`src/rtl/alu_issue_stage.sv`:
```
`default_nettype none
// ============================================================================
// Module      : alu_issue_stage (with riscv_pkg)
// Description : ID/EX issue stage; holds one instruction, forwards or stalls
//               on RAW hazards and muxes ALU operands.
// Revision    : 1.0 - initial release
// ============================================================================

package riscv_pkg;
    localparam int XLEN = 32;

    typedef enum logic [3:0] {
        ALU_ADD  = 4'd0,
        ALU_SUB  = 4'd1,
        ALU_SLL  = 4'd2,
        ALU_SLT  = 4'd3,
        ALU_SLTU = 4'd4,
        ALU_XOR  = 4'd5,
        ALU_SRL  = 4'd6,
        ALU_SRA  = 4'd7,
        ALU_OR   = 4'd8,
        ALU_AND  = 4'd9
    } alu_op_t;

    typedef struct packed {
        logic [XLEN-1:0] a;
        logic [XLEN-1:0] b;
        alu_op_t         op;
    } alu_in_t;
endpackage

module alu_issue_stage #(
    parameter int XLEN   = riscv_pkg::XLEN,
    parameter bit FWD_EN = 1'b1
) (
    input  logic                clk_i,
    input  logic                rst_i,
    input  logic                flush_i,
    input  logic                in_valid_i,
    output logic                in_ready_o,
    input  logic [XLEN-1:0]     in_pc_i,
    input  logic [4:0]          in_rs1_addr_i,
    input  logic [4:0]          in_rs2_addr_i,
    input  logic [XLEN-1:0]     in_rs1_data_i,
    input  logic [XLEN-1:0]     in_rs2_data_i,
    input  logic [XLEN-1:0]     in_imm_i,
    input  riscv_pkg::alu_op_t  in_op_i,
    input  logic [1:0]          in_a_sel_i,
    input  logic [1:0]          in_b_sel_i,
    input  logic [4:0]          in_rd_addr_i,
    input  logic                in_rd_we_i,
    input  logic                mem_valid_i,
    input  logic                mem_rd_we_i,
    input  logic [4:0]          mem_rd_addr_i,
    input  logic [XLEN-1:0]     mem_data_i,
    input  logic                mem_pending_i,
    input  logic                wb_valid_i,
    input  logic                wb_rd_we_i,
    input  logic [4:0]          wb_rd_addr_i,
    input  logic [XLEN-1:0]     wb_data_i,
    output riscv_pkg::alu_in_t  alu_o,
    output logic                out_valid_o,
    input  logic                out_ready_i,
    output logic [XLEN-1:0]     out_pc_o,
    output logic [XLEN-1:0]     out_rs2_val_o,
    output logic [4:0]          out_rd_addr_o,
    output logic                out_rd_we_o
);

    localparam logic [1:0]      c_A_RS1 = 2'd0;
    localparam logic [1:0]      c_A_PC  = 2'd1;
    localparam logic [1:0]      c_B_RS2 = 2'd0;
    localparam logic [1:0]      c_B_IMM = 2'd1;
    localparam logic [1:0]      c_B_C4  = 2'd2;
    localparam logic [XLEN-1:0] c_FOUR  = XLEN'(4);

    logic               r_valid;
    logic [XLEN-1:0]    r_pc;
    logic [4:0]         r_rs1_addr;
    logic [4:0]         r_rs2_addr;
    logic [XLEN-1:0]    r_rs1_val;
    logic [XLEN-1:0]    r_rs2_val;
    logic [XLEN-1:0]    r_imm;
    riscv_pkg::alu_op_t r_op;
    logic [1:0]         r_a_sel;
    logic [1:0]         r_b_sel;
    logic [4:0]         r_rd_addr;
    logic               r_rd_we;

    logic               w_wb_wr;
    logic               w_m1, w_m2, w_w1, w_w2;
    logic               w_use1;
    logic               w_stall;
    logic               w_fire;
    logic               w_capture;
    logic [XLEN-1:0]    w_rs1_fwd;
    logic [XLEN-1:0]    w_rs2_fwd;
    logic [XLEN-1:0]    w_cap_rs1;
    logic [XLEN-1:0]    w_cap_rs2;
    logic [XLEN-1:0]    w_a;
    logic [XLEN-1:0]    w_b;

    assign w_wb_wr = wb_valid_i && wb_rd_we_i && (wb_rd_addr_i != 5'd0);
    assign w_m1    = mem_valid_i && mem_rd_we_i && (r_rs1_addr != 5'd0) && (mem_rd_addr_i == r_rs1_addr);
    assign w_m2    = mem_valid_i && mem_rd_we_i && (r_rs2_addr != 5'd0) && (mem_rd_addr_i == r_rs2_addr);
    assign w_w1    = w_wb_wr && (wb_rd_addr_i == r_rs1_addr);
    assign w_w2    = w_wb_wr && (wb_rd_addr_i == r_rs2_addr);
    // rs2 is always live because stores carry it as sideband store data
    assign w_use1  = (r_a_sel == c_A_RS1);

    generate
        if (FWD_EN) begin : g_fwd
            assign w_rs1_fwd = w_m1 ? mem_data_i : (w_w1 ? wb_data_i : r_rs1_val);
            assign w_rs2_fwd = w_m2 ? mem_data_i : (w_w2 ? wb_data_i : r_rs2_val);
            assign w_stall   = mem_pending_i && ((w_use1 && w_m1) || w_m2);
        end else begin : g_no_fwd
            assign w_rs1_fwd = r_rs1_val;
            assign w_rs2_fwd = r_rs2_val;
            assign w_stall   = (w_use1 && (w_m1 || w_w1)) || w_m2 || w_w2;
        end
    endgenerate

    always_comb begin
        w_a = '0;
        w_b = '0;
        case (r_a_sel)
            c_A_RS1: w_a = w_rs1_fwd;
            c_A_PC:  w_a = r_pc;
            default: w_a = '0;
        endcase
        case (r_b_sel)
            c_B_RS2: w_b = w_rs2_fwd;
            c_B_IMM: w_b = r_imm;
            c_B_C4:  w_b = c_FOUR;
            default: w_b = '0;
        endcase
    end

    assign out_valid_o   = r_valid && !w_stall;
    assign w_fire        = out_valid_o && out_ready_i;
    assign in_ready_o    = !flush_i && (!r_valid || w_fire);
    assign w_capture     = in_valid_i && in_ready_o;

    assign alu_o.a       = w_a;
    assign alu_o.b       = w_b;
    assign alu_o.op      = r_op;
    assign out_pc_o      = r_pc;
    assign out_rs2_val_o = w_rs2_fwd;
    assign out_rd_addr_o = r_rd_addr;
    assign out_rd_we_o   = r_rd_we;

    // A WB write in the capture cycle would be missed by the register file read
    assign w_cap_rs1 = (w_wb_wr && (wb_rd_addr_i == in_rs1_addr_i)) ? wb_data_i : in_rs1_data_i;
    assign w_cap_rs2 = (w_wb_wr && (wb_rd_addr_i == in_rs2_addr_i)) ? wb_data_i : in_rs2_data_i;

    always_ff @(posedge clk_i) begin
        if (rst_i) begin
            r_valid    <= 1'b0;
            r_pc       <= '0;
            r_rs1_addr <= '0;
            r_rs2_addr <= '0;
            r_rs1_val  <= '0;
            r_rs2_val  <= '0;
            r_imm      <= '0;
            r_op       <= riscv_pkg::ALU_ADD;
            r_a_sel    <= '0;
            r_b_sel    <= '0;
            r_rd_addr  <= '0;
            r_rd_we    <= 1'b0;
        end else begin
            if (flush_i) begin
                r_valid <= 1'b0;
            end else if (w_capture) begin
                r_valid <= 1'b1;
            end else if (w_fire) begin
                r_valid <= 1'b0;
            end

            if (w_capture) begin
                r_pc       <= in_pc_i;
                r_rs1_addr <= in_rs1_addr_i;
                r_rs2_addr <= in_rs2_addr_i;
                r_rs1_val  <= w_cap_rs1;
                r_rs2_val  <= w_cap_rs2;
                r_imm      <= in_imm_i;
                r_op       <= in_op_i;
                r_a_sel    <= in_a_sel_i;
                r_b_sel    <= in_b_sel_i;
                r_rd_addr  <= in_rd_addr_i;
                r_rd_we    <= in_rd_we_i;
            end else if (r_valid && !w_fire) begin
                if (w_w1) r_rs1_val <= wb_data_i;
                if (w_w2) r_rs2_val <= wb_data_i;
            end
        end
    end

endmodule

`default_nettype wire
```
`config.mk`:
```
export PLATFORM = sky130hd
export DESIGN_NAME = alu_issue_stage
export DESIGN_NICKNAME = d
export VERILOG_FILES = /design/src/rtl/alu_issue_stage.sv
export SDC_FILE = /design/constraint.sdc
export NUM_CORES = 1
export LEC_CHECK = 0
export CAP_MARGIN = 25
export CORE_MARGIN = 2
export CORE_UTILIZATION = 40
export DETAILED_ROUTE_END_ITERATION = 12
export PLACE_DENSITY = 0.77
export SLEW_MARGIN = 25
export SYNTH_ARGS = -nofsm -noshare
export SYNTH_HDL_FRONTEND = slang
export SYNTH_SLANG_ARGS = --single-unit
```
`constraint.sdc`:
```
create_clock -name clk_i -period 3.8 [get_ports clk_i]
set_input_delay 0.76 -clock clk_i [delete_from_list [all_inputs] [get_ports clk_i]]
set_output_delay 0.76 -clock clk_i [all_outputs]
set_load 0.01 [all_outputs]
```
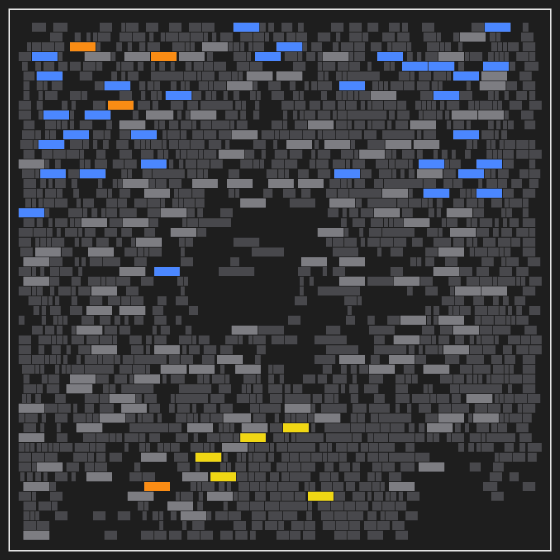
*Sequential cells grouped by signal name*
Key: orange = `r_op` [flops 4]; blue = `r_imm` [flops 32]; yellow = `r_rs2_addr` [flops 5, where south]
Another 112 sequential cells are not colored.
Core Util, Final: 65.8%
P_seq: 1.75 mW
flop share of the area: 22.2%
Flop area: 3070 um2

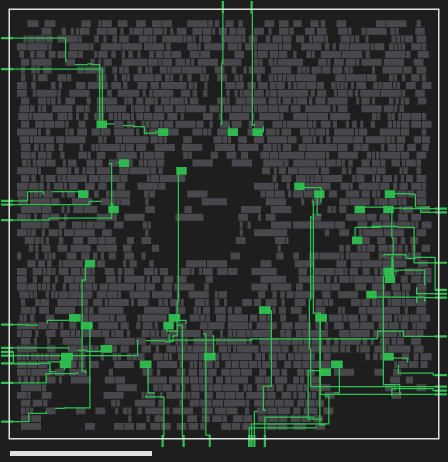
*Nets reached from selected ports*
The bar under the picture is 50 um long.
Key: green = `in_rs1_data_i` [direction input, edge 12 west, 11 east, 7 south, 2 north, end cells 32, buffers 32, wire 1710 um]
Ports: 376
IO Port Bufs: 375

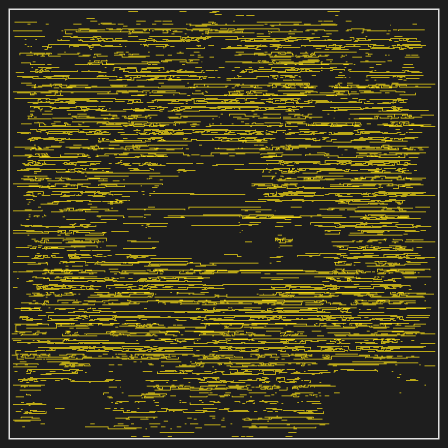
*Metal 1*
1547 nets have wire on it. The longest straight run is 44.2 um. The layer holds 36% of the routed length. The layer carries 14200 um of wire.
met1 Use GR: 38.1%
via count: 10200

==> impl_metrics.csv <==
group,metric,value,unit
status,status,"finished clean",
critical_path,critical_path_arrival,3.03,ns
drt,routed_via_density,5.68,
placement,globalplace.congestion,0.918,
synthesis,syn_area,8560,um2
critical_path,end_kind,"output pin",
power,total_leakage_power,5.66,nW
drt,wl_met3,4.02,mm
sta,hold_ws,0.458,ns
sta,finalHoldViolCount,0,
synthesis,ys_cells,1109,
critical_path,crit_path_top_delay_cell,"nor4_4",
clock_network,cts_tree,"done",
floorplanning,core-area,21000,um2
sta,setup_viol,0,
drt,wire_per_inst,22.0,um
cells_and_area,area_growth,61.5,%
synthesis,synth_seq_share,35.8,%
power,p_seq_share,38.1,%
cells_and_area,final_cell_mix,"269 x clkdlybuf4s50_1, 231 x nand2_1, 151 x dfxtp_1, 143 x a21oi_1, 98 x nor2_1",
critical_path,path_depth,11,
global_route,grt_overflow,0,
synthesis,aoi_share,25.6,%
sta,fin_skew,0.0117,ns
cells_and_area,top_area_cell_class,"multi-input combinational cells",
floorplanning,die_h,150,um
sta,slew_headroom,40.6,%
floorplanning,num_rows,53,
flow_run,drv_cap,0,
clock_network,post_cts_buffers,14,
synthesis,common_cells,"232 x nand2_1, 165 x a21oi_1, 153 x dfxtp_1",
synthesis,synth.logic.top_family,"AND-OR/OR-AND gates",
cells_and_area,fin_area,13800,um2
global_route,use_met3,10.1,%
synthesis,top_cell_area_share,35.8,%
floorplanning,die_x,150,um
critical_path,crit_required,3.04,ns
global_route,grt_usage,33.9,%
synthesis,synthTopCellsByArea,"dfxtp_1 36%, nand2_1 10%, mux2i_1 9.8%",
Power and IR drop assume default switching activity.
